===== src/rtl/modulo_varredura_matriz_if.sv =====
// Scan coordinate bus between the matrix scan generator and the
// demultiplexer selector stage.
// Handshake: there is no back-pressure. en is a level-sensitive request
// from the consumer side. The producer qualifies every (mdc, mdl) pair
// with sel_valid, and the consumer must ignore mdc/mdl whenever
// sel_valid is low. fim_quadro is a one-cycle pulse that is valid
// regardless of sel_valid. estado mirrors the scan FSM for observation.
interface modulo_varredura_matriz_if;
   logic       en;
   logic [2:0] mdc;
   logic [2:0] mdl;
   logic       sel_valid;
   logic       fim_quadro;
   logic [1:0] estado;

   modport master (
      input  en,
      output mdc, mdl, sel_valid, fim_quadro, estado
   );

   modport slave (
      output en,
      input  mdc, mdl, sel_valid, fim_quadro, estado
   );
endinterface


===== src/rtl/modulo_varredura_matriz.sv =====
// LED matrix scan generator. It walks the rows of each column with a
// prescaled dwell. It can insert blanking ticks between columns and
// pulses fim_quadro on the first cycle of every new frame.
module modulo_varredura_matriz #(
   parameter int DIV   = 4,
   parameter int N_COL = 5,
   parameter int N_LIN = 7,
   parameter int BLANK = 1
) (
   input  logic                           clk,
   input  logic                           clr,
   modulo_varredura_matriz_if.master      bus
);

   localparam int PW = (DIV > 1) ? $clog2(DIV) : 1;

   typedef enum logic [1:0] {
      S_IDLE  = 2'd0,
      S_SCAN  = 2'd1,
      S_BLANK = 2'd2
   } estado_t;

   estado_t       estado;
   logic [PW-1:0] pre;
   logic [3:0]    bcnt;
   logic [2:0]    col;
   logic [2:0]    lin;
   logic          valid;
   logic          fim;
   logic          tick;

   // A tick closes one dwell period. It is never raised while idle.
   assign tick = (estado != S_IDLE) && (int'(pre) == DIV - 1);

   assign bus.mdc        = col;
   assign bus.mdl        = lin;
   assign bus.sel_valid  = valid;
   assign bus.fim_quadro = fim;
   assign bus.estado     = estado;

   // Scan FSM with prescaler, row/column counters and registered outputs.
   always_ff @(posedge clk) begin
      if (clr || !bus.en) begin
         // Reset and enable drop share one path. An abort never pulses fim.
         estado <= S_IDLE;
         pre    <= '0;
         bcnt   <= '0;
         col    <= '0;
         lin    <= '0;
         valid  <= 1'b0;
         fim    <= 1'b0;
      end else begin
         fim <= 1'b0;
         pre <= tick ? '0 : pre + PW'(1);
         case (estado)
            S_IDLE: begin
               estado <= S_SCAN;
               pre    <= '0;
               col    <= '0;
               lin    <= '0;
               valid  <= 1'b1;
            end
            S_SCAN: begin
               if (tick) begin
                  if (int'(lin) < N_LIN - 1) begin
                     lin <= lin + 3'd1;
                  end else begin
                     lin <= '0;
                     if (BLANK > 0) begin
                        estado <= S_BLANK;
                        valid  <= 1'b0;
                        bcnt   <= '0;
                     end else if (int'(col) < N_COL - 1) begin
                        col <= col + 3'd1;
                     end else begin
                        col <= '0;
                        fim <= 1'b1;
                     end
                  end
               end
            end
            S_BLANK: begin
               if (tick) begin
                  if (int'(bcnt) < BLANK - 1) begin
                     bcnt <= bcnt + 4'd1;
                  end else begin
                     estado <= S_SCAN;
                     valid  <= 1'b1;
                     bcnt   <= '0;
                     if (int'(col) < N_COL - 1) begin
                        col <= col + 3'd1;
                     end else begin
                        col <= '0;
                        fim <= 1'b1;
                     end
                  end
               end
            end
            default: begin
               // An unreachable encoding falls back to a clean idle.
               estado <= S_IDLE;
               pre    <= '0;
               bcnt   <= '0;
               col    <= '0;
               lin    <= '0;
               valid  <= 1'b0;
            end
         endcase
      end
   end

endmodule


===== src/flat_wrapper.sv =====
// flat-port wrapper written by rule: the top's interface ports become plain ports
module modulo_varredura_matriz_flat 
#(
   parameter int DIV   = 4,
   parameter int N_COL = 5,
   parameter int N_LIN = 7,
   parameter int BLANK = 1
)
  (clk, clr, bus_en, bus_mdc, bus_mdl, bus_sel_valid, bus_fim_quadro, bus_estado);
  modulo_varredura_matriz_if bus_i ();
  input  logic clk;
  input  logic clr;
  input wire logic [$bits(bus_i.en)-1:0] bus_en;
  output wire logic [$bits(bus_i.mdc)-1:0] bus_mdc;
  output wire logic [$bits(bus_i.mdl)-1:0] bus_mdl;
  output wire logic [$bits(bus_i.sel_valid)-1:0] bus_sel_valid;
  output wire logic [$bits(bus_i.fim_quadro)-1:0] bus_fim_quadro;
  output wire logic [$bits(bus_i.estado)-1:0] bus_estado;
  assign bus_i.en = bus_en;
  assign bus_mdc = bus_i.mdc;
  assign bus_mdl = bus_i.mdl;
  assign bus_sel_valid = bus_i.sel_valid;
  assign bus_fim_quadro = bus_i.fim_quadro;
  assign bus_estado = bus_i.estado;
  modulo_varredura_matriz #(.DIV(DIV), .N_COL(N_COL), .N_LIN(N_LIN), .BLANK(BLANK)) u_core (.clk(clk), .clr(clr), .bus(bus_i));
endmodule

===== config.mk =====
export PLATFORM = sky130hd
export DESIGN_NAME = modulo_varredura_matriz_flat
export DESIGN_NICKNAME = d
export VERILOG_FILES = /design/src/rtl/modulo_varredura_matriz_if.sv /design/src/rtl/modulo_varredura_matriz.sv /design/src/flat_wrapper.sv
export SDC_FILE = /design/constraint.sdc
export NUM_CORES = 1
export LEC_CHECK = 0
export ABC_AREA = 1
export CAP_MARGIN = 20
export CORE_MARGIN = 2
export CORE_UTILIZATION = 40
export DETAILED_ROUTE_END_ITERATION = 10
export DONT_BUFFER_PORTS = 1
export PLACE_DENSITY_LB_ADDON = 0.08
export SLEW_MARGIN = 15
export SYNTH_ARGS = -nofsm -noshare
export SYNTH_HDL_FRONTEND = slang
export SYNTH_SLANG_ARGS = --single-unit
export TNS_END_PERCENT = 50

===== constraint.sdc =====
create_clock -name clk -period 1.4 [get_ports clk]
set_input_delay 0.28 -clock clk [delete_from_list [all_inputs] [get_ports clk]]
set_output_delay 0.28 -clock clk [all_outputs]
set_load 0.05 [all_outputs]

==> flow_metrics.tcl <==
# implementation run metrics
set metrics [dict create \
    detailed_place_hpwl_um 857 \
    vias 549 \
    worstPathArrival_ns 1.48 \
    synthArstFlopShare_pct 0 \
    antenna_left 0 \
    hold_path.class "input pin to flip-flop" \
    tightest_slew_ns 0.502 \
    drc 0 \
    drt-met1-wl_um 597 \
    comb-power_uw 161 \
    syn_area_sq_um 661 \
    setup_viol 0 \
    grt_max_degree 13 \
    edf_count 0 \
    slew_violations 0 \
    min-delay-start "clr" \
    p_sw_uw 248 \
    initCoreUtil_pct 43.3 \
    ys_sh_xor_pct 0 \
    grtUsageTotal_pct 13.6 \
    drv_cap 0 \
    power_leakage_nw 0.382 \
    ys_sh_simple_pct 31.1 \
    post-route-period-util_pct 93.7 \
    compound_area_share_pct 9.09 \
    antenna-diode-count 0 \
    hold_viol 0 \
    cts_tree "built" \
    syn-num-nets 100 \
    nNetsFinal 111 \
    postCtsSetupBuffers 0 \
    ys_cells 90 \
    crit_start "u_core.bus.estado[0]" \
    crit_path_end "u_core.bus.mdl[1]" \
    top_logic_kind "simple AND/OR/NAND/NOR gates" \
    drtIter0Drc 7 \
    post-place-cells 112 \
    stdcell_count 116 \
    ys_seq_share_pct 36.4 \
    r2r-start "u_core.bus.estado[0]" \
    root_buffer "clkbuf_4" \
    layout-drive-gt1-share_pct 21.0 \
    core_area_sq_um 1520 \
    worstSetupStartpointType "flip-flop" \
    intPower_uw 565 \
    ys_types 16 \
    layout.cells.most_common_list "nand2_1, nor2_1, inv_1, dfxtp_1, buf_4" \
    ff_type "dfxtp_1" \
    gp_congestion 0.761 \
    swShare_pct 30.5 \
    path_class "flip-flop to flip-flop" \
    p_comb_share_pct 19.8 \
    avgSynthCellArea_sq_um 7.34 \
    seqPwrFrac_pct 45.8 \
    rrSetupSlack_ns 0.09 \
    cp.required_ns 1.57 \
    grt_pass1_vias 481 \
    outcome "complete, no violations" \
    ir_drop_mv 0.586 \
    min_to "u_core.bus.mdl[1]" \
    antenna_found_initial 0 \
    grt-busiest-layer "met2" \
    ios 13 \
    grt-ovfl-total 0 \
    maxSlewHeadroom_pct 66.5 \
    cts_buffer_depth 2 \
    htree_levels 1 \
    nFillCells 151 \
    dieArea_sq_um 1990 \
    rsz0062_at_grt "yes" \
    holdBufCountCts 0 \
    rows 14 \
    clk_pin_slew_worst_paths_ns 0.08 \
    use_met3_pct 2.45 \
    dr.pass1.iters 5 \
    ys.warnings.count 0 \
    end_kind "flip-flop" \
    grt_use_met2_pct 20.0 \
    holdPathStages 4 \
    wl_met2_um 509 \
    ys_sh_adder_pct 13.3 \
    yosys_area_sq_um 661 \
    warnings 30 \
    via_per_inst 4.73 \
    pwr_density_cell_nw_per_um2 1060 \
    lay_top_count "nand2_1" \
    crit-reg2reg-capture "u_core.bus.mdl[1]" \
    max_freq_mhz 762 \
    mux_area_share_pct 0 \
    period_needed_ns 1.31 \
    met3_wirelength_um 41 \
    area_growth_pct 16.1 \
    numSynthFlops 12 \
    grt_pass1_wl_mm 1.99 \
    highest_layer "met4" \
    cp_max_fo 7 \
    finalSetupTns_ns 0 \
    maxPowerGroup "sequential cells" \
    synth_cells 90 \
    grt_use_met1_pct 19.3 \
    reg2reg_depth 8 \
]
-- worst max-delay path: stages, from the launching register on --
cell,delay [ns]
dfxtp_4,0.36
inv_1,0.06
ha_1,0.20
inv_1,0.09
nand2_4,0.09
a21oi_1,0.23
nand2_1,0.09
nand2_1,0.06
nor2_1,0.03
-- metrics by stage --
step / instance area, sq um / utilization [%] / hold WS [ns] / power, mW / setup WS [ns]
global placement: 726 / 47.6 / 0.412 / 0.541 / 0.0366
detailed placement: 726 / 47.6 / 0.424 / 0.540 / 0.0338
CTS: 762 / 50.0 / 0.334 / 0.820 / 0.0184
finish: 767 / 50.3 / 0.342 / 0.813 / 0.0879
global route: 767 / 50.3 / 0.357 / 0.861 / -0.0244
floorplan: 668 / - / 0.398 / 0.515 / 0.0537
-- synth_stat cells (2+ instances only) --
| cell type | instances | share of area, % |
|---|---|---|
| buf_6 | 2 | 3.4 |
| a21oi_1 | 3 | 2.3 |
| dfxtp_1 | 12 | 36 |
| ha_1 | 7 | 13 |
| o21ai_0 | 3 | 2.3 |
| nor2_1 | 18 | 10 |
| inv_1 | 10 | 5.7 |
| nand3_1 | 8 | 6.1 |
| nand2_1 | 20 | 11 |
-- flip-flops by register name, indices dropped and copies added (netlist names) --
register	cells
u_core.pre	2
u_core.bus.fim_quadro	1
u_core.bus.mdl	3
u_core.bus.mdc	3
u_core.bus.sel_valid	1
u_core.bus.estado	2
-- repair_timing --
action / CTS / global route
resized: 0 / 2
endpoints found under the setup margin: 0 / 8
hold endpoints to repair: 0 / 0
-- cell type report --
cell class	count	area, sq um	area share, %
clock buffers	4	36.3	4.73
inverters	10	37.5	4.89
well taps	16	20.0	2.61
repair buffers	9	67.6	8.81
multi-input cells	65	358	46.7
flip-flops and latches	12	248	32.3
Figure 1. Pin map.
Pins as bars across the die edge, other pins in gray.
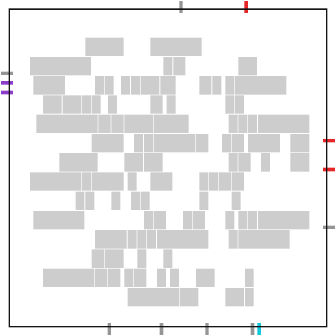
Red shows bus_mdl, pins 3, direction output, edge 2 right, 1 top. Purple shows bus_estado, pins 2, direction output, edge left. Cyan shows clr, pins 1, direction input, edge bottom.
All pins by edge: 5 bottom, 3 left, 3 right, 2 top.
Die Wd: 44.6 um
die y size: 44.6 um
Port Buf Inserts: 0

Figure 2. Clock wiring as the flow saved it.
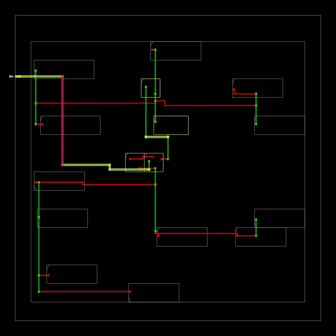
total CTS buffers: 3
Latency at later pin: 0.27 ns
clock sink total: 12
clk pwr: 280 uW

Figure 3. Sequential cells colored by netlist name.
Other sequential cells in the stronger gray, the rest of the logic in the fainter gray.
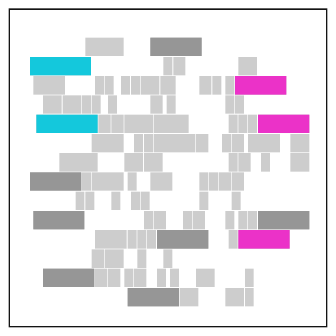
Cyan shows u_core.bus.estado, flops 2. Magenta shows u_core.bus.mdl, flops 3.
register area: 248 sq um
power in sequential cells: 373 uW

Figure 4. Clock network drawn from the DEF.
Bar = 10 um.
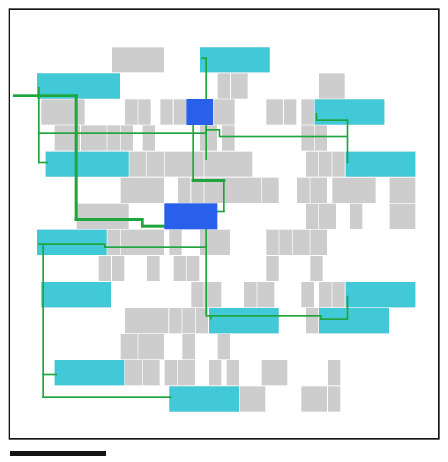
Blue shows cells driving clock nets, count 3. Cyan shows flip-flops, count 12. Green shows clock wires, length 192 um.
There are 4 routed clock nets.
Clk pwr share: 34.4%
clk_skew: 0.00365 ns

Figure 5. Routed metal, one color a layer.
Bar = 10 um.
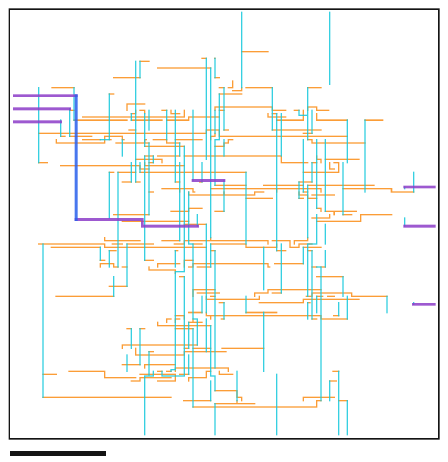
Cyan shows met2, wire length 510 um. Orange shows met1, wire length 598 um. Blue shows met4, wire length 12.9 um. Purple shows met3, wire length 41.9 um.
drt total wl: 1.16 mm
WL/cell: 10.0 um

Power is estimated from default activity; no workload was simulated.
